## src/rtl/phy_tx_pkg.sv

```systemverilog
// Shared constants and state encoding for the phy_tx byte scheduler.
package phy_tx_pkg;

  // Comma (training / skip) and idle control symbols.
  localparam logic [7:0] COM_BYTE = 8'hBC;
  localparam logic [7:0] IDL_BYTE = 8'h7C;

  typedef enum logic {
    TRAIN  = 1'b0,
    ACTIVE = 1'b1
  } sched_state_e;

endpackage

```

## src/rtl/rr_arbiter.sv

```systemverilog
// Combinational round-robin arbiter: grants the first requester at or after ptr,
// ascending with wrap. The caller owns and advances the pointer.
module rr_arbiter #(
  parameter int unsigned NUM_LANES = 4,
  parameter int unsigned PTR_W     = 2
) (
  input  logic [NUM_LANES-1:0] req,
  input  logic [PTR_W-1:0]     ptr,
  output logic [NUM_LANES-1:0] grant,
  output logic                 any_grant
);

  logic [NUM_LANES-1:0] req_rot;
  logic [NUM_LANES-1:0] gnt_rot;
  logic                 found;

  // Rotate requests so ptr sits at bit 0, pick the lowest set bit, rotate back.
  always_comb begin
    req_rot = NUM_LANES'({req, req} >> ptr);
    gnt_rot = '0;
    found   = 1'b0;
    for (int o = 0; o < NUM_LANES; o++) begin
      if (!found && req_rot[o]) begin
        gnt_rot[o] = 1'b1;
        found      = 1'b1;
      end
    end
    grant     = NUM_LANES'(({gnt_rot, gnt_rot} << ptr) >> NUM_LANES);
    any_grant = found;
  end

endmodule

```

## src/rtl/phy_tx_lane_scheduler.sv

```systemverilog
// Byte-slot scheduler in front of the phy_tx serializer. Sends a COM training
// burst after reset, then round-robins lane bytes, filling gaps with IDL.
// Optional periodic COM insertion is enabled by defining PHY_TX_SKIP_INSERT_EN.
module phy_tx_lane_scheduler
  import phy_tx_pkg::*;
#(
  parameter int unsigned NUM_LANES     = 4,
  parameter int unsigned COM_COUNT     = 4,
  parameter int unsigned SKIP_INTERVAL = 16
) (
  input  logic                   clk_4f,
  input  logic                   reset,
  input  logic [NUM_LANES-1:0]   lane_valid,
  input  logic [8*NUM_LANES-1:0] lane_data,
  output logic [NUM_LANES-1:0]   lane_ready,
  input  logic                   ser_ready,
  output logic [7:0]             out_data,
  output logic                   out_k,
  output logic                   out_valid,
  output logic                   sync_done
);

  localparam int unsigned PtrW = (NUM_LANES > 1) ? $clog2(NUM_LANES) : 1;

  sched_state_e   state_q, state_d;
  logic [7:0]     com_cnt_q, com_cnt_d;
  logic [PtrW-1:0] rr_ptr_q, rr_ptr_d;
  logic [7:0]     out_data_q, out_data_d;
  logic           out_k_q, out_k_d;
  logic           out_valid_q;

  logic [NUM_LANES-1:0] grant;
  logic                 any_grant;
  logic [PtrW-1:0]      grant_idx;
  logic [7:0]           grant_byte;
  logic                 xfer;
  logic                 train_last;
  logic                 arb_sel;
  logic                 force_com;

`ifdef PHY_TX_SKIP_INSERT_EN
  logic [7:0] skip_cnt_q, skip_cnt_d;
  assign force_com = (state_q == ACTIVE) && (skip_cnt_q == 8'(SKIP_INTERVAL - 1));
`else
  logic unused_skip_interval;
  assign unused_skip_interval = ^SKIP_INTERVAL;
  assign force_com = 1'b0;
`endif

  rr_arbiter #(
    .NUM_LANES (NUM_LANES),
    .PTR_W     (PtrW)
  ) u_rr_arbiter (
    .req       (lane_valid),
    .ptr       (rr_ptr_q),
    .grant     (grant),
    .any_grant (any_grant)
  );

  assign xfer       = out_valid_q & ser_ready;
  assign train_last = (com_cnt_q == 8'(COM_COUNT - 1));
  // The last training transfer already loads an arbitrated byte.
  assign arb_sel    = (state_q == ACTIVE) || train_last;

  // One-hot grant to lane index and its byte.
  always_comb begin
    grant_idx  = '0;
    grant_byte = '0;
    for (int i = 0; i < NUM_LANES; i++) begin
      if (grant[i]) begin
        grant_idx  = i[PtrW-1:0];
        grant_byte = grant_byte | lane_data[i*8 +: 8];
      end
    end
  end

  // Next-state: everything holds unless the serializer takes the current byte.
  always_comb begin
    state_d    = state_q;
    com_cnt_d  = com_cnt_q;
    rr_ptr_d   = rr_ptr_q;
    out_data_d = out_data_q;
    out_k_d    = out_k_q;
    lane_ready = '0;
`ifdef PHY_TX_SKIP_INSERT_EN
    skip_cnt_d = skip_cnt_q;
    if (xfer && (state_q == ACTIVE)) begin
      skip_cnt_d = force_com ? 8'd0 : skip_cnt_q + 8'd1;
    end
`endif
    if (xfer) begin
      if (state_q == TRAIN) begin
        com_cnt_d = com_cnt_q + 8'd1;
        if (train_last) state_d = ACTIVE;
      end
      if (!arb_sel || force_com) begin
        out_data_d = COM_BYTE;
        out_k_d    = 1'b1;
      end else if (any_grant) begin
        out_data_d = grant_byte;
        out_k_d    = 1'b0;
        lane_ready = grant;
        rr_ptr_d   = (grant_idx == PtrW'(NUM_LANES - 1)) ? '0 : grant_idx + PtrW'(1);
      end else begin
        out_data_d = IDL_BYTE;
        out_k_d    = 1'b1;
      end
    end
  end

  // State and output registers; reset discards any held byte.
  always_ff @(posedge clk_4f or posedge reset) begin
    if (reset) begin
      state_q     <= TRAIN;
      com_cnt_q   <= 8'd0;
      rr_ptr_q    <= '0;
      out_data_q  <= COM_BYTE;
      out_k_q     <= 1'b1;
      out_valid_q <= 1'b0;
`ifdef PHY_TX_SKIP_INSERT_EN
      skip_cnt_q  <= 8'd0;
`endif
    end else begin
      state_q     <= state_d;
      com_cnt_q   <= com_cnt_d;
      rr_ptr_q    <= rr_ptr_d;
      out_data_q  <= out_data_d;
      out_k_q     <= out_k_d;
      out_valid_q <= 1'b1;
`ifdef PHY_TX_SKIP_INSERT_EN
      skip_cnt_q  <= skip_cnt_d;
`endif
    end
  end

  assign out_data  = out_data_q;
  assign out_k     = out_k_q;
  assign out_valid = out_valid_q;
  assign sync_done = (state_q == ACTIVE);

endmodule
```

## config.mk

```make
export PLATFORM = sky130hd
export DESIGN_NAME = phy_tx_lane_scheduler
export DESIGN_NICKNAME = d
export VERILOG_FILES = /design/src/rtl/phy_tx_pkg.sv /design/src/rtl/rr_arbiter.sv /design/src/rtl/phy_tx_lane_scheduler.sv
export SDC_FILE = /design/constraint.sdc
export NUM_CORES = 1
export LEC_CHECK = 0
export CAP_MARGIN = 20
export CORE_MARGIN = 2
export CORE_UTILIZATION = 27
export DETAILED_ROUTE_END_ITERATION = 16
export PLACE_DENSITY = 0.63
export SLEW_MARGIN = 20
export SYNTH_ARGS = -nofsm -noshare
export SYNTH_HDL_FRONTEND = slang
export SYNTH_SLANG_ARGS = --single-unit
```

## constraint.sdc

```tcl
create_clock -name clk_4f -period 2.92 [get_ports clk_4f]
set_input_delay 0.584 -clock clk_4f [delete_from_list [all_inputs] [get_ports clk_4f]]
set_output_delay 0.584 -clock clk_4f [all_outputs]
set_load 0.005 [all_outputs]
```

==> impl_metrics.py, run 1 <==
# Metrics from the implementation run
metrics = {
    "run_status": {
        "status": "complete, no violations",
    },
    "synth": {
        "yosys.cell_types.count": 35,
        "syn_area_um2": 1140,
        "yosysWarnings": 0,
        "yosysSeqAreaShare": 0.467,
        "ys.flops": 21,
        "edf_count": 0,
        "synth.avg_cell_area_um2": 9.84,
        "fp_nets": 156,
        "synth_area_leader_cell": "dfrtp_1",
        "top_area_frac": 0.329,
        "yosys.area_share.aoi": 0.247,
        "yosys.area_share.simple": 0.178,
        "ff_type": "dfrtp_1",
        "synth.area.top_cells": "dfrtp_1, dfstp_2, a22oi_1",
        "syn_inst": 116,
        "most_common_cell": "dfrtp_1",
        "synthMuxAreaShare": 0.00987,
        "synth_adder_area_share": 0.0110,
        "async_flop_share": 1.00,
        "yosys_area_um2": 1140,
        "common_cells": "dfrtp_1, nor2_1, o21ai_0",
        "ys_cells": 116,
        "xor_share": 0.0537,
        "logic_family": "AND-OR/OR-AND gates",
    },
    "clocking": {
        "path_clk_slew_ns": 0.08,
        "cts_tree": "yes",
        "cts_made_buffers": 3,
        "cts.htree.levels": 1,
        "cts-root-buf": "clkbuf_8",
        "cts_hold_buf": 0,
        "clock_latency_ns": 0.26,
        "post_cts_buffers": 0,
        "clock_path_buffers": 2,
        "cts_sinks": 21,
        "post_cts_resized": 0,
    },
    "finish": {
        "final_layout_size_suffix_gt1_frac": 0.144,
        "largest_cell_class": "multi-input combinational cells",
        "clk_share": 0.0254,
        "utilization": 0.452,
        "inverters": 3,
        "stdcell_count": 224,
        "seqCellArea_um2": 533,
        "sh_seq_area": 0.293,
        "layout.nets": 215,
        "fillers": 384,
        "antenna_cells": 0,
        "buffers_excl_clock": 60,
        "ff_count": 21,
        "buffer_area_frac": 0.320,
        "logic_area_um2": 584,
        "area_delta_synth_final_pct": 59.5,
        "design_area_um2": 1820,
        "nMultiInputCombCells": 86,
        "sh_comb_area": 0.321,
        "clkbuf_count": 3,
    },
    "final_timing": {
        "skew_ns": 0.00110,
        "fmax_ghz": 0.353,
        "setup_viol_count_final": 0,
        "fin_crit_ns": 2.84,
        "period_used_share": 0.971,
        "tns_ns": 0,
        "slew-limit-headroom": 0.464,
        "rsz0062_at_grt": "no",
        "max_slew.worst_pin.slew_ns": 0.804,
        "layout_setup_ws_ns": 0.0845,
        "hold_slack_ns": 0.507,
        "final-max-slew-violation-count": 0,
        "finalHoldViolCount": 0,
    },
    "critical_path": {
        "endpoint_kind": "output pin",
        "worstPathMaxFanout": 5,
        "cp-start-kind": "input port",
        "rr_worst_depth": 6,
        "rr_startpoint": "com_cnt_q[0]$_DFFE_PP0P_",
        "r2r_end": "rr_ptr_q[0]$_DFFE_PP0P_",
        "worstSetupPathType": "input port to output pin",
        "setup.worst_path.end": "lane_ready[3]",
        "required_ns": 2.34,
        "reg2reg_slack_ns": 0.96,
        "crit_slowest_cell": "clkdlybuf4s50_1",
        "worst_ep_arrival_time_ns": 2.25,
        "critical_path_buf_inv_count": 2,
        "cp_top_family": "buffers and inverters",
        "critPathMaxStageDelay_ns": 0.49,
        "startpoint": "lane_valid[0]",
        "crit_cells": 6,
        "crit_top_cell": "clkdlybuf4s50_1",
        "cp_cell_sequence": "clkdlybuf4s50_1 > nor2b_1 > o21ai_0 > and3_1 > and2_1 > clkdlybuf4s50_1",
    },
    "die": {
        "fp-row-count": 23,
        "dieHeight_um": 69.0,
        "core_um2": 4030,
        "die_w_um": 69.0,
        "initCoreUtil": 0.283,
        "chipArea_um2": 4760,
        "nWellTaps": 50,
        "io_pins": 54,
    },
    "place": {
        "port_buffers": 53,
        "dp_cells": 220,
        "place_congestion": 0.800,
        "placed_area_um2": 1760,
        "dp_hpwl_mm": 2.64,
        "place_ws_ns": 0.0241,
    },
    "routing": {
        "firstDrtPassIters": 4,
        "ant_nets": 0,
        "route.met3.wl_um": 171,
        "met1Wirelength_mm": 1.52,
        "wl_per_cell_um": 15.6,
        "drt_iter0_drc": 30,
        "vias_per_cell": 5.05,
        "wl_met2_mm": 1.77,
        "highest_layer": "met4",
        "route.detailed.drc": 0,
    },
    "grt": {
        "grt_max_degree": 22,
        "grt_pass1_wl_mm": 5.88,
        "gr-total-overflow": 0,
        "antenna_found_initial": 0,
        "grt_usage": 0.148,
        "top_usage_layer": "met2",
        "first_global_vias": 1156,
    },
    "flow_run": {
        "warnings": 26,
        "drv_cap": 0,
    },
    "power": {
        "power.leakage_nw": 0.732,
        "ir_drop_mv": 0.263,
        "powerDensity_nw_per_um2": 691,
        "power.total_w": 0.00126,
    },
    "worst_hold_path": {
        "worstHoldStart": "com_cnt_q[0]$_DFFE_PP0P_",
        "hold_end": "com_cnt_q[0]$_DFFE_PP0P_",
        "min_path_cells": 1,
        "hp-class": "register to register",
    },
}
run 1: layout by cell type (no fill, tap or decap), types with 2 or more instances in the layout:
cell type and instances:
o21ai_0 10, nor2_1 11, xor2_1 3, or3_1 2, nand2_1 3, dfrtp_1 15
and3_1 3, clkbuf_8 3, nand3_1 3, a31oi_1 2, a22oi_1 8, a222oi_1 2
and2_1 5, buf_4 7, a21oi_1 6, nor2b_1 2, xnor2_1 4, inv_1 3
a32oi_1 2, clkdlybuf4s50_1 53, dfstp_2 6, a221oi_1 4
run 1: power breakdown:
part,total [W],switching [W],leakage [nW],internal [W]
clock,0.000193,0.0000984,0.0255,0.0000951
sequential,0.000519,0.0000987,0.254,0.000420
combinational,0.000546,0.000233,0.453,0.000313
**Run 1: signal wires on met1**

Drawn at 6 px/um.
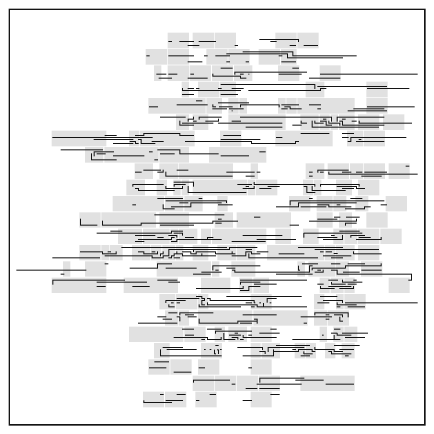
The wires run mostly horizontal. The layer carries 1520 um of wire. 189 nets have wire on it. The layer holds 44% of the routed length. The longest straight run is 17.5 um.
final WL: 3.49 mm
Vias: 1131
met1 Resource Use GR: 0.192

**Run 1: the metal 2 layer**

Drawn at 6 px/um.
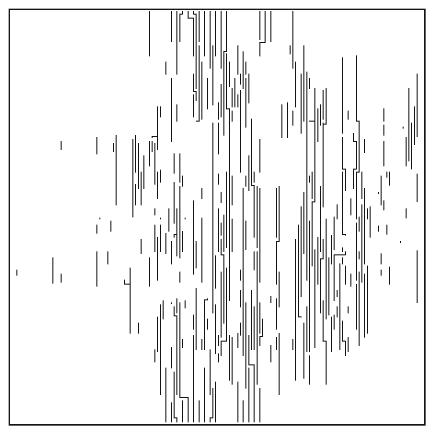
189 nets have wire on it. The layer carries 1770 um of wire.
met2 Use GR: 0.246

**Run 1: M3 wires**

Drawn at 4 px/um.
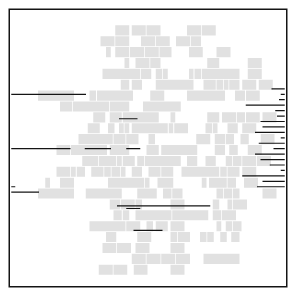
27 nets have wire on it. The layer carries 172 um of wire. The wires run mostly horizontal. The layer holds 4.9% of the routed length.
GR Util met3: 0.0336

**Run 1: track usage over the die**

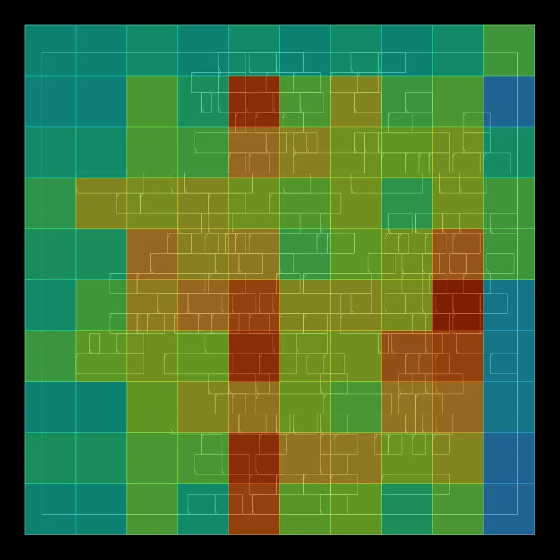

==> inputs of run 2 (changes only) <==
--- a/config.mk
+++ b/config.mk
@@ -9,8 +9,9 @@
 export CORE_MARGIN = 2
 export CORE_UTILIZATION = 27
 export DETAILED_ROUTE_END_ITERATION = 16
-export PLACE_DENSITY = 0.63
+export PLACE_DENSITY = 0.62
 export SLEW_MARGIN = 20
 export SYNTH_ARGS = -nofsm -noshare
 export SYNTH_HDL_FRONTEND = slang
+export SYNTH_HIERARCHICAL = 1
 export SYNTH_SLANG_ARGS = --single-unit
==> constraint.sdc (replaced) <==
create_clock -name clk_4f -period 3.6 [get_ports clk_4f]
set_input_delay 0.72 -clock clk_4f [delete_from_list [all_inputs] [get_ports clk_4f]]
set_output_delay 0.72 -clock clk_4f [all_outputs]
set_load 0.005 [all_outputs]
**Run 2: track usage over the die**

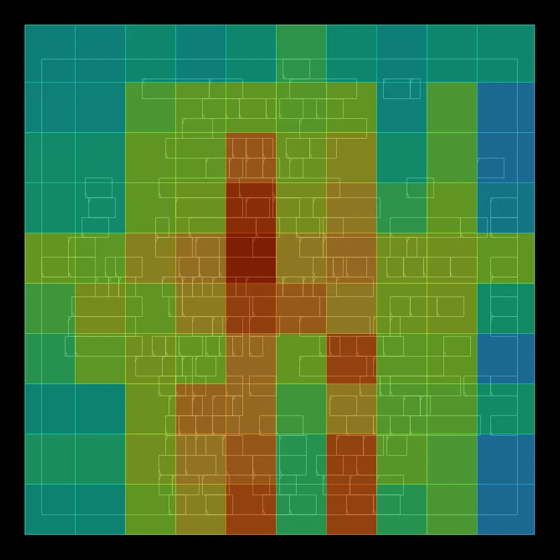
GR Util met3: 0.0375
busiest layer in global routing: met2
gr usage total: 0.147

==> run 2 against run 1 <==
  * Synthesized cell count increased by 3.4%
  * Sequential share of layout area increased by 0.24 points
  * Total power decreased by 18%
  * Sequential power decreased by 16%
  * Global-route usage decreased by 0.055 points
  * Cell area decreased by 0.83%
  * Combinational power decreased by 18%
  * Non-clock buffer count decreased by 4
  * Die size increased by 2.8%
  * Critical endpoint unchanged
  * Largest cell class unchanged
  * Largest power group unchanged
==> impl_metrics.py, run 2 <==
# Metrics from the implementation run
metrics = {
    "run_status": {
        "status": "complete, no violations",
    },
    "critical_path": {
        "endpoint_kind": "output pin",
        "worst_ep_arrival_time_ns": 2.72,
        "worstPathMaxFanout": 11,
        "critPathMaxStageDelay_ns": 0.61,
        "startpoint": "lane_valid[0]",
        "rr_worst_depth": 7,
        "cp-start-kind": "input port",
        "worstSetupPathType": "input port to output pin",
        "crit_slowest_cell": "or4_1",
        "critical_path_buf_inv_count": 2,
        "rr_startpoint": "rr_ptr_q[0]$_DFFE_PP0P_",
        "r2r_end": "out_data[6]$_DFFE_PP0P_",
        "cp_top_family": "simple AND/OR/NAND/NOR gates",
        "required_ns": 2.88,
        "crit_top_cell": "clkdlybuf4s50_1",
    },
    "die": {
        "chipArea_um2": 4900,
        "initCoreUtil": 0.288,
        "core_um2": 4090,
        "io_pins": 54,
        "die_w_um": 70.0,
        "dieHeight_um": 70.0,
    },
    "routing": {
        "drt_iter0_drc": 38,
        "wl_per_cell_um": 15.4,
        "ant_nets": 0,
        "route.detailed.drc": 0,
        "vias_per_cell": 5.08,
        "firstDrtPassIters": 5,
    },
    "synth": {
        "common_cells": "dfrtp_1, a22oi_1, nor2_1",
        "async_flop_share": 1.00,
        "yosys.area_share.simple": 0.187,
        "logic_family": "AND-OR/OR-AND gates",
        "synthMuxAreaShare": 0.0192,
        "synth_adder_area_share": 0.0106,
        "yosysWarnings": 6,
        "synth.area.top_cells": "dfrtp_1, dfstp_2, a22oi_1",
        "yosys_area_um2": 1170,
        "edf_count": 0,
        "ys_cells": 120,
        "yosys.cell_types.count": 40,
        "synth.avg_cell_area_um2": 9.79,
        "syn_area_um2": 1170,
        "yosysSeqAreaShare": 0.454,
        "yosys.area_share.aoi": 0.237,
        "ys.flops": 21,
        "most_common_cell": "dfrtp_1",
        "synth_area_leader_cell": "dfrtp_1",
        "xor_share": 0.0522,
        "ff_type": "dfrtp_1",
        "syn_inst": 120,
        "fp_nets": 160,
    },
    "power": {
        "powerDensity_nw_per_um2": 571,
        "maxPowerGroup": "combinational cells",
        "clockPowerShare": 0.146,
        "ir_drop_mv": 0.248,
        "power.leakage_nw": 0.716,
        "seq_power_w": 0.000436,
        "power.total_w": 0.00103,
        "powerClk_w": 0.000151,
        "seqPwrFrac": 0.423,
        "power.switching_w": 0.000354,
        "power.internal_w": 0.000678,
        "p_comb_frac": 0.431,
        "pg_comb_w": 0.000445,
        "switching_share": 0.343,
    },
    "clocking": {
        "clock_latency_ns": 0.26,
        "cts.htree.levels": 1,
        "cts_tree": "yes",
        "cts_sinks": 21,
        "path_clk_slew_ns": 0.07,
        "post_cts_resized": 0,
        "cts_hold_buf": 0,
        "cts_made_buffers": 3,
        "cts-root-buf": "clkbuf_8",
        "post_cts_buffers": 0,
        "clock_path_buffers": 2,
    },
    "finish": {
        "stdcell_count": 224,
        "antenna_cells": 0,
        "final_layout_size_suffix_gt1_frac": 0.126,
        "layout.nets": 215,
        "utilization": 0.442,
        "area_delta_synth_final_pct": 53.7,
        "lay_top_cells": "clkdlybuf4s50_1, dfrtp_1, a22oi_1",
    },
    "final_timing": {
        "hold_slack_ns": 0.486,
        "rsz0062_at_grt": "no",
        "final-max-slew-violation-count": 0,
        "slew-limit-headroom": 0.477,
        "skew_ns": 0.0101,
        "setup_viol_count_final": 0,
        "layout_setup_ws_ns": 0.161,
        "fin_crit_ns": 3.44,
        "finalHoldViolCount": 0,
        "tns_ns": 0,
        "period_used_share": 0.955,
        "max_slew.worst_pin.slew_ns": 0.783,
    },
    "grt": {
        "antenna_found_initial": 0,
        "grt_max_degree": 22,
        "first_global_vias": 1180,
        "gr-total-overflow": 0,
        "grt_pass1_wl_mm": 5.80,
    },
    "place": {
        "dp_cells": 220,
        "dp_hpwl_mm": 2.76,
        "place_congestion": 0.826,
        "place_ws_ns": 0.159,
        "port_buffers": 53,
        "placed_area_um2": 1760,
    },
    "worst_hold_path": {
        "min_path_cells": 2,
        "worstHoldStart": "out_data[7]$_DFFE_PP1P_",
        "hold_end": "out_data[7]$_DFFE_PP1P_",
    },
    "flow_run": {
        "warnings": 26,
        "drv_cap": 0,
    },
}
**Run 2: M3 wires**

Drawn at 4 px/um.
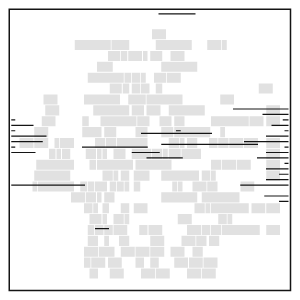
The layer carries 222 um of wire. The longest straight run is 23.9 um.
final WL: 3.46 mm
Vias: 1138

## run 2: netlist changes by cell type in the layout (fill, tap and decap cells not counted), moves of 2 or more
cell,previous run,this run
nand2_1,3,9
a32oi_1,2,0
a31oi_1,2,4
buf_4,7,3
a22o_1,0,2
o21a_1,0,2
o21ai_0,10,4
a221oi_1,4,0
nand4_1,0,3
a22oi_1,8,14
or3_1,2,0
## run 2: area by class of cell
cell class / instances / area [um2]
tap: 50 / 62.6
timing repair buffer: 56 / 553
clock buffer: 3 / 41.3
sequential: 21 / 533
clock inverter: 1 / 5.00
multi-input combinational: 90 / 599
inverter: 3 / 11.3
fill: 385 / 2280
## run 2: metal layers
metal	vias up	GRT usage	wire length, um
li1	551	-	-
met1	546	0.192	1520
met2	39	0.239	1680
met3	2	0.0375	221
met4	0	0.0427	34
met5	-	0	0
Power figures rest on the tool's default switching activity, not on a simulated workload.
